Run 1, local utilization:
20 x 20 tiles, from black (low) to pale yellow (high), 0 to 100% covered.
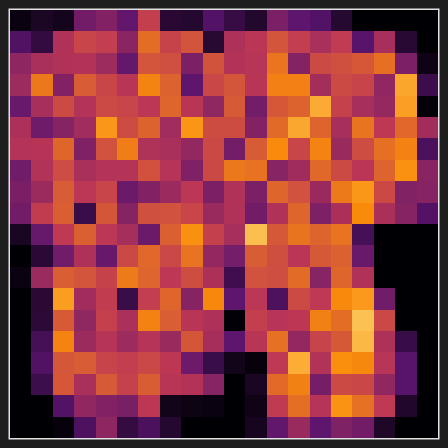
Run 1, where the registers sit:
Scale bar: 50 um.
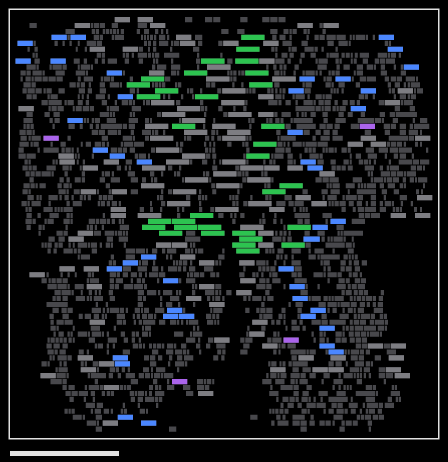
Run 1, placed cells, one color a class:
Scale bar: 50 um. Fill, decap, tap and diode cells in gray.
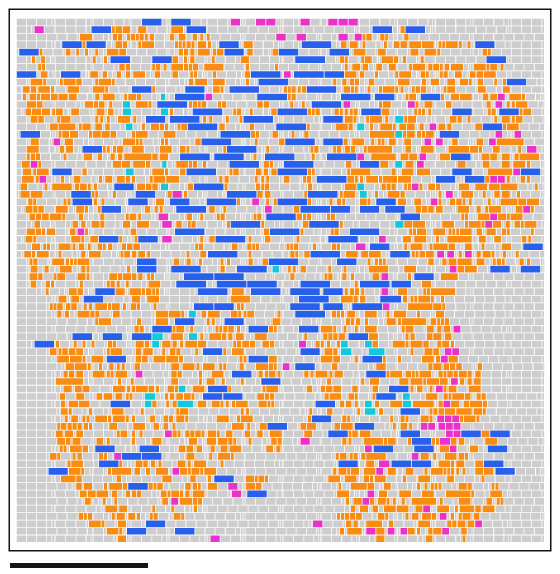
[src/rtl/delta_sigma_pkg.sv]
// ----------------------------------------------------------------------------
// delta_sigma_pkg
// Shared types and sizing helpers for the multi-channel delta-sigma DAC.
//   ds_mode_e      : modulator order select (DS_ORDER1 / DS_ORDER2)
//   ds_int_width() : width of the signed 2nd-order integrators for a sample width
//   ds_sat_limit() : magnitude at which the 2nd-order integrators saturate
// ----------------------------------------------------------------------------
package delta_sigma_pkg;

  typedef enum logic {
    DS_ORDER1 = 1'b0,
    DS_ORDER2 = 1'b1
  } ds_mode_e;

  function automatic int unsigned ds_int_width(input int unsigned data_w);
    return data_w + 3;
  endfunction

  function automatic int ds_sat_limit(input int unsigned data_w);
    return 1 << (data_w + 1);
  endfunction

endpackage

[src/rtl/ds_mod_channel.sv]
// ----------------------------------------------------------------------------
// ds_mod_channel
// One delta-sigma modulator, selectable 1st or 2nd order.
// Ports:
//   i_clk     : system clock
//   i_rst_n   : synchronous active-low reset
//   i_en      : enable; when low the output is forced 0 and state holds
//   i_clear   : clear all integrators and the output bit this edge
//   i_mode    : modulator order
//   i_sample  : unsigned input sample, full scale 2^DATA_W
//   o_bit     : registered 1-bit PDM output
// ----------------------------------------------------------------------------
module ds_mod_channel
  import delta_sigma_pkg::*;
#(
  parameter int unsigned DATA_W = 8
) (
  input  logic              i_clk,
  input  logic              i_rst_n,
  input  logic              i_en,
  input  logic              i_clear,
  input  ds_mode_e          i_mode,
  input  logic [DATA_W-1:0] i_sample,
  output logic              o_bit
);

  localparam int unsigned IW = ds_int_width(DATA_W);
  // One extra bit so sums can be formed before saturation without wrapping.
  localparam int unsigned SW = IW + 1;

  typedef logic signed [SW-1:0] wide_t;

  localparam wide_t LIM = wide_t'(ds_sat_limit(DATA_W));
  localparam wide_t FS  = wide_t'(1 << DATA_W);

  function automatic wide_t sat(input wide_t v);
    if (v > LIM)       return LIM;
    else if (v < -LIM) return -LIM;
    else               return v;
  endfunction

  // 1st-order accumulator keeps only the low DATA_W bits; the carry
  // out of the sum is the output bit itself.
  logic [DATA_W-1:0]    r_acc;
  logic signed [IW-1:0] r_i1;
  logic signed [IW-1:0] r_i2;
  logic                 r_out;

  logic [DATA_W:0] w_acc_n;
  wide_t           w_fb;
  wide_t           w_i1_n;
  wide_t           w_i2_n;
  logic            w_bit2;

  always_comb begin
    w_acc_n = {1'b0, r_acc} + {1'b0, i_sample};
    w_fb    = r_out ? FS : '0;
    w_i1_n  = sat(wide_t'(r_i1) + wide_t'({1'b0, i_sample}) - w_fb);
    w_i2_n  = sat(wide_t'(r_i2) + w_i1_n - w_fb);
    w_bit2  = !w_i2_n[SW-1] && (w_i2_n != '0);
  end

  always_ff @(posedge i_clk) begin
    if (!i_rst_n || i_clear) begin
      r_acc <= '0;
      r_i1  <= '0;
      r_i2  <= '0;
      r_out <= 1'b0;
    end else if (!i_en) begin
      r_out <= 1'b0;
    end else if (i_mode == DS_ORDER2) begin
      r_i1  <= w_i1_n[IW-1:0];
      r_i2  <= w_i2_n[IW-1:0];
      r_out <= w_bit2;
    end else begin
      r_acc <= w_acc_n[DATA_W-1:0];
      r_out <= w_acc_n[DATA_W];
    end
  end

  assign o_bit = r_out;

endmodule

[src/rtl/delta_sigma_dac_mc.sv]
// ----------------------------------------------------------------------------
// delta_sigma_dac_mc
// Multi-channel delta-sigma DAC with double-buffered sample loading.
// Writes land in a shadow bank; a commit pulse copies every shadow sample and
// the per-channel order select into the active bank in one edge.
// Ports:
//   clk       : system clock
//   rst_n     : synchronous active-low reset
//   en        : global modulator enable
//   wr_valid  : sample write request
//   wr_ready  : write accepted when wr_valid & wr_ready
//   wr_chan   : target channel (out-of-range indices are accepted and dropped)
//   wr_data   : sample value
//   commit    : copy all shadow samples/modes to active
//   mode_in   : per-channel order applied on commit (0=1st, 1=2nd)
//   dac_out   : registered 1-bit PDM outputs
// ----------------------------------------------------------------------------
module delta_sigma_dac_mc
  import delta_sigma_pkg::*;
#(
  parameter  int unsigned CHANNELS = 4,
  parameter  int unsigned DATA_W   = 8,
  localparam int unsigned CH_W     = (CHANNELS > 1) ? $clog2(CHANNELS) : 1
) (
  input  logic                clk,
  input  logic                rst_n,
  input  logic                en,
  input  logic                wr_valid,
  output logic                wr_ready,
  input  logic [CH_W-1:0]     wr_chan,
  input  logic [DATA_W-1:0]   wr_data,
  input  logic                commit,
  input  logic [CHANNELS-1:0] mode_in,
  output logic [CHANNELS-1:0] dac_out
);

  logic [DATA_W-1:0] r_shadow [CHANNELS];
  logic [DATA_W-1:0] r_active [CHANNELS];
  ds_mode_e          r_mode   [CHANNELS];
  logic              r_wr_ready;

  logic                w_wr_acc;
  logic [CHANNELS-1:0] w_wr_hit;
  logic [CHANNELS-1:0] w_clear;
  logic [DATA_W-1:0]   w_commit_val [CHANNELS];

  assign w_wr_acc = wr_valid & r_wr_ready;
  assign wr_ready = r_wr_ready;

  for (genvar g = 0; g < CHANNELS; g++) begin : g_ch
    assign w_wr_hit[g] = w_wr_acc && (wr_chan == CH_W'(g));
    // A write in the commit cycle bypasses the shadow straight into active.
    assign w_commit_val[g] = w_wr_hit[g] ? wr_data : r_shadow[g];
    // Clear coincides with the commit edge so the first new-mode bit
    // starts from zeroed integrators.
    assign w_clear[g] = commit && (ds_mode_e'(mode_in[g]) != r_mode[g]);

    ds_mod_channel #(
      .DATA_W(DATA_W)
    ) u_ch (
      .i_clk   (clk),
      .i_rst_n (rst_n),
      .i_en    (en),
      .i_clear (w_clear[g]),
      .i_mode  (r_mode[g]),
      .i_sample(r_active[g]),
      .o_bit   (dac_out[g])
    );
  end

  always_ff @(posedge clk) begin
    if (!rst_n) begin
      r_wr_ready <= 1'b0;
      for (int unsigned i = 0; i < CHANNELS; i++) begin
        r_shadow[i] <= '0;
        r_active[i] <= '0;
        r_mode[i]   <= DS_ORDER1;
      end
    end else begin
      r_wr_ready <= !commit;
      for (int unsigned i = 0; i < CHANNELS; i++) begin
        if (w_wr_hit[i]) r_shadow[i] <= wr_data;
        if (commit) begin
          r_active[i] <= w_commit_val[i];
          r_mode[i]   <= ds_mode_e'(mode_in[i]);
        end
      end
    end
  end

endmodule

[config.mk]
export PLATFORM = sky130hd
export DESIGN_NAME = delta_sigma_dac_mc
export DESIGN_NICKNAME = d
export VERILOG_FILES = /design/src/rtl/delta_sigma_pkg.sv /design/src/rtl/ds_mod_channel.sv /design/src/rtl/delta_sigma_dac_mc.sv
export SDC_FILE = /design/constraint.sdc
export NUM_CORES = 1
export LEC_CHECK = 0
export CAP_MARGIN = 20
export CORE_MARGIN = 2
export CORE_UTILIZATION = 40
export CTS_BUF_LIST = sky130_fd_sc_hd__clkbuf_4
export DETAILED_ROUTE_END_ITERATION = 12
export HOLD_SLACK_MARGIN = 0.15
export PLACE_DENSITY = 0.53
export SLEW_MARGIN = 25
export SYNTH_ARGS = -nofsm -noshare
export SYNTH_HDL_FRONTEND = slang
export SYNTH_SLANG_ARGS = --single-unit
[constraint.sdc]
create_clock -name clk -period 6.2 [get_ports clk]
set_input_delay 0.93 -clock clk [delete_from_list [all_inputs] [get_ports clk]]
set_output_delay 0.93 -clock clk [all_outputs]
set_load 0.01 [all_outputs]
==> results.tsv, run 1 <==
stage	metric	value	unit
clock_network	cts.sinks	193	
synth	synthDistinctLibCells	81	
timing	slew_headroom	32.8	%
floorplanning	die_w	196	um
timing	fmax	0.168	GHz
place	gp_congestion	0.800	
finish	final-clk-cell-share	1.67	%
clock_network	cts_tree	built	
timing	setup_viol	0	
finish	layout.nets	2079	
finish	buffers	100	
worst_hold_path	min_path_cells	2	
power_and_ir_drop	p_clk_share	10.7	%
power_and_ir_drop	p_seq	1410	uW
timing	hold_ws	0.468	ns
synth	syn-num-nets	2020	
power_and_ir_drop	comb-power	4430	uW
power_and_ir_drop	p_comb_share	67.7	%
setup_path	cp.arrival	6.51	ns
finish	drive_gt1_share	10.3	%
finish	comb_share	56.0	%
synth	syn_area	14800	um2
synth	synth.avg_cell_area	8.19	um2
route	post_drt_wl_per_cell	14.8	um
synth	ys_seq_share	30.6	%
grt	grt_pass1_wl	58200	um
timing	worstMarginPinSlew	1.01	ns
setup_path	rr_startpoint	r_active[1][3]	
finish	largest_class	multi-input combinational cells	
finish	layout_top_cell	inv_1	
timing	fin_crit_sh	96.0	%
clock_network	cts_buffer_depth	2	
clock_network	path_clk_slew	0.16	ns
synth	netlist_top_cells_count	inv_1 (287), nand2_1 (208), ha_1 (190), dfxtp_1 (128), a21oi_1 (116)	
grt	gr-usage-all-layers	18.4	%
power_and_ir_drop	clock_power	704	uW
route	drtPass1Iterations	5	
synth	synth.ff_latch_count	193	
grt	grt_start_max_net_pins	33	
finish	layout_top_cells	inv_1 (282), nand2_1 (207), ha_1 (178)	
power_and_ir_drop	seq_power_share	21.6	%
setup_path	path_class	reg -> reg	
setup_path	r2r_slack	0.25	ns
setup_path	critPathCaptureType	flop	
grt	gr-total-overflow	0	
setup_path	crit_family	AND-OR/OR-AND gates	
route	drc	0	
timing	hold_viol_final	0	
synth	flop_cell	dfxtp_1	
route	drtAntennaViolNets	0	
place	dpl_cell_area	15700	um2
route	drt-total-wl	34800	um
setup_path	cp.required	6.76	ns
floorplanning	n_tap_cell	468	
power_and_ir_drop	ir_drop	0.000443	V
floorplanning	initCoreUtil	40.4	%
place	portBuffers	23	
worst_hold_path	worst_hold_path.endpoint	g_ch[0].u_ch.r_i2[4]	
power_and_ir_drop	cellLeakagePower	0.00718	uW
place	post-dp-hpwl	26200	um
synth	area_leaders	dfxtp_1 (17%), ha_1 (16%), edfxtp_1 (13%), inv_1 (7.3%), nand2_1 (5.3%)	
setup_path	start_kind	flop	
finish	buffer_area_share	4.93	%
setup_path	cp.depth	29	
floorplanning	io_pins	24	
finish	layout.area.comb	9260	um2
synth	edf_count	65	
power_and_ir_drop	swShare	45.6	%
grt	grt_pass1_vias	11935	
finish	synthToLayoutAreaGrowth	11.9	%
setup_path	cpPeakStageDelay	0.47	ns
synth	top_cell	inv_1	
synth	synth_top_cell_by_area	dfxtp_1	
outcome	status	finished, final reports clean	
finish	nClkBuffers	18	
timing	setup-tns-final	0	ns
job	max-cap-violations	0	
power_and_ir_drop	p_switching	2990	uW
power_and_ir_drop	powerDensity	396	nW/um2
route	via_per_inst	5.22	
timing	maxSlewViolCount	0	
clock_network	ctsHoldBuffers	0	
synth	yosys_warnings	0	
finish	inv_count	287	
synth	yosysTopAreaCellShare	17.3	%
clock_network	clk_latency	0.64	ns
finish	finalNonFillerCells	2345	
setup_path	worstPathMaxFanout	6	
grt	antenna_found_initial	4	
worst_hold_path	hold_start	g_ch[0].u_ch.r_i2[4]	
setup_path	crit_top_cell	ha_1	
setup_path	cp-startpoint	r_active[1][3]	
power_and_ir_drop	power.total	6550	uW
synth	async_reset_ff_share	0	%
finish	nFillCells	3659	
synth	ys_cells	1803	
timing	setup_slack	0.249	ns
timing	fin_crit	5.95	ns
power_and_ir_drop	power_leader	combinational cells	
timing	skew	0.0417	ns
job	tool_warnings	26	
finish	reg_top3	g_ch.u_ch.r_i1 x44, g_ch.u_ch.r_i2 x44	
finish	ff_count	193	
place	placedCellCount	2289	
setup_path	crit_slowest_cell	o41a_1	
route	drt_iter0_markers	509	
clock_network	cts_made_buffers	17	
route	vias	12251	
synth	ys_area	14800	um2
floorplanning	die.size.y	196	um
clock_network	ctsHtreeMaxLevel	4	
setup_path	crit_end	g_ch[1].u_ch.r_i2[2]	
worst_hold_path	hold_path.class	reg -> reg	
setup_path	worst-r2r-cell-count	29	
floorplanning	chipArea	38500	um2
setup_path	r2r_end	g_ch[1].u_ch.r_i2[2]	
finish	n_antenna_cell	2	
synth	postSynthCellCount	1803	
power_and_ir_drop	intPower	3560	uW
place	pre_cts_ws	-0.0469	ns
clock_network	root_buffer	clkbuf_4	
setup_path	worst-path-buf-inv	5	
## Picture notes: 'local utilization'
11% of the tiles are nearly empty. The fullest tile reaches 87%. The mean over all tiles is 41%. 4.3% of the tiles are over 75% full.
final core utilization: 45.3%
Core Footprint: 36500 um2

## Picture notes: 'where the registers sit'
Key: g_ch.u_ch.r_i1 = blue [placed flops 44, where all over the die]; r_active = green [placed flops 32]; g_ch.u_ch.o_bit = purple [placed flops 4]
Another 113 sequential cells are not colored.
Register Area: 4520 um2
Seq area share: 27.3%

## Picture notes: 'placed cells, one color a class'
Key: other buffers and delay cells = magenta [cells 100]; all other logic = orange [cells 1550]; clock drivers and dummy loads = cyan [cells 32]; flip-flops = blue [cells 193]
post-route cell area: 16500 um2
FP Rows: 70

[run 1: layer usage]
metal	routed length [um]	GRT usage (%)
met1	16700	23.8
met2	16900	32.3
met3	615	2.44
met4	549	4.85
met5	46	0
[run 1: repair_timing]
| item | 4_1_cts | 5_1_grt |
|---|---|---|
| endpoints found under the setup margin | 17 | 34 |
| buffers inserted | 11 | 10 |
| resized | 9 | 54 |
| cloned | 0 | 1 |
| pin swaps | 3 | 29 |
[run 1: cells by family (layout without fill, tap and decap cells)]
kind of cell / after synthesis / after routing / share of synthesized area (%)
simple gates: 590 / 590 / 19.9
compound gates: 379 / 379 / 17.5
buf+inv: 347 / 419 / 9.02
fa+ha+maj: 198 / 198 / 17.2
flops: 193 / 193 / 30.6
xor+xnor: 89 / 89 / 5.33
mux: 7 / 7 / 0.500
other cells: 0 / 2 / 0
==> run 1 -> run 2 <==
--- a/config.mk
+++ b/config.mk
@@ -6,13 +6,16 @@
 export NUM_CORES = 1
 export LEC_CHECK = 0
 export CAP_MARGIN = 20
+export CELL_PAD_IN_SITES_DETAIL_PLACEMENT = 0
+export CELL_PAD_IN_SITES_GLOBAL_PLACEMENT = 1
 export CORE_MARGIN = 2
 export CORE_UTILIZATION = 40
 export CTS_BUF_LIST = sky130_fd_sc_hd__clkbuf_4
+export CTS_CLUSTER_DIAMETER = 100
 export DETAILED_ROUTE_END_ITERATION = 12
 export HOLD_SLACK_MARGIN = 0.15
-export PLACE_DENSITY = 0.53
-export SLEW_MARGIN = 25
+export PLACE_DENSITY = 0.67
+export SLEW_MARGIN = 40
 export SYNTH_ARGS = -nofsm -noshare
 export SYNTH_HDL_FRONTEND = slang
 export SYNTH_SLANG_ARGS = --single-unit
==> results.tsv, run 2 <==
stage	metric	value	unit	change
route	drt_iter0_markers	664		+30%
finish	finalNonFillerCells	2338		-0.30%
place	placedCellCount	2291		+0.087%
worst_hold_path	worst_hold_path.endpoint	g_ch[2].u_ch.r_i1[7]		
finish	ff_count	193		unchanged
synth	ys_seq_share	30.6	%	unchanged
finish	layout_top_cell	inv_1		
synth	flop_cell	dfxtp_1		
synth	syn-num-nets	2020		unchanged
power_and_ir_drop	p_comb_share	66.7	%	-1.0 points
power_and_ir_drop	power_leader	combinational cells		
outcome	status	finished, final reports clean		
timing	fin_crit_sh	96.4	%	+0.39 points
power_and_ir_drop	powerDensity	396	nW/um2	about the same
grt	grt.met1_usage	26.1	%	+2.2 points
finish	nClkBuffers	17		-1
floorplanning	core_region_area	36500	um2	unchanged
place	post-dp-hpwl	26400	um	+1.0%
floorplanning	rows	70		unchanged
clock_network	ctsHtreeMaxLevel	4		unchanged
clock_network	cts_made_buffers	17		unchanged
place	portBuffers	23		unchanged
setup_path	start_kind	flop		
synth	synthDistinctLibCells	81		unchanged
grt	gr-usage-all-layers	18.8	%	+0.32 points
grt	grt_pass1_vias	11890		-0.38%
power_and_ir_drop	swShare	46.0	%	+0.41 points
finish	reg_top3	g_ch.u_ch.r_i1 x44, g_ch.u_ch.r_i2 x44		
timing	setup_slack	0.225	ns	-0.0240 ns
route	drtAntennaViolNets	0		unchanged
setup_path	worst-path-buf-inv	3		-2
grt	grt_util_met2	31.4	%	-0.95 points
route	via_per_inst	5.19		-0.58%
clock_network	root_buffer	clkbuf_4		
synth	yosys_warnings	0		unchanged
synth	area_leaders	dfxtp_1 (17%), ha_1 (16%), edfxtp_1 (13%), inv_1 (7.3%), nand2_1 (5.3%)		
power_and_ir_drop	p_switching	3030	uW	+1.4%
power_and_ir_drop	intPower	3560	uW	-0.22%
timing	fin_crit	5.97	ns	+0.0240 ns
finish	nFillCells	3668		+0.25%
synth	edf_count	65		unchanged
clock_network	path_clk_slew	0.21	ns	+0.05 ns
route	vias	12143		-0.88%
grt	gr-total-overflow	0		unchanged
finish	layout.area.comb	9320	um2	+0.68%
setup_path	cp.depth	24		-17%
setup_path	critPathCaptureType	flop		
floorplanning	die.size.y	196	um	unchanged
power_and_ir_drop	ir_drop	0.000438	V	-1.3%
place	dpl_cell_area	15800	um2	+0.11%
setup_path	crit_family	simple AND/OR/NAND/NOR gates		
floorplanning	initCoreUtil	40.4	%	unchanged
synth	synth.avg_cell_area	8.19	um2	unchanged
setup_path	crit_top_cell	ha_4		
route	highest_layer	met4		
route	met2_length	15900	um	-5.6%
clock_network	cts_tree	built		
setup_path	rr_startpoint	r_active[3][2]		
grt	grt_start_max_net_pins	34		+3.0%
setup_path	cp.arrival	6.57	ns	+0.06 ns
synth	ys_cells	1803		unchanged
job	tool_warnings	26		unchanged
setup_path	crit_end	g_ch[3].u_ch.r_i2[2]		
timing	skew	0.0242	ns	-0.0175 ns
clock_network	cts_buffer_depth	2		unchanged
timing	hold_ws	0.464	ns	-0.00325 ns
==> run 2: kinds of logic (layout without fill, tap and decap cells) <==
logic type / after synthesis / count (layout) / share of synthesized area [%]
flops: 193 / 193 / 30.6
mux: 7 / 7 / 0.500
other cells: 0 / 1 / 0
simple gates: 590 / 590 / 19.9
compound gates: 379 / 379 / 17.5
buf+inv: 347 / 413 / 9.02
fa+ha+maj: 198 / 198 / 17.2
xor+xnor: 89 / 89 / 5.33
==> run 2: timing repair <==
item / CTS / global route
gates resized: 20 / 53
cloned: 1 / 0
hold endpoints to repair: 0 / 0
buffers inserted: 4 / 9
pin swaps: 10 / 28
hold buffers: 0 / 0
endpoints found under the setup margin: 17 / 31
Run 2, where the registers sit:
Scale bar: 50 um.
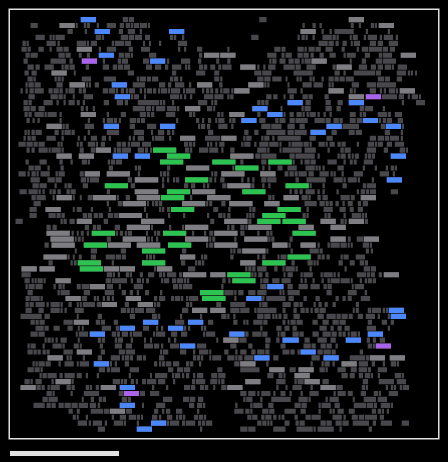
Key: r_active = green [placed flops 32]; g_ch.u_ch.o_bit = purple [placed flops 4, where all over the die]; g_ch.u_ch.r_i1 = blue [placed flops 44, where all over the die]
Another 113 sequential cells are not colored.
Register Area: 4520 um2
final core utilization: 45.5%
seq pwr: 1410 uW
Seq area share: 27.2%

Power and IR drop assume default switching activity.
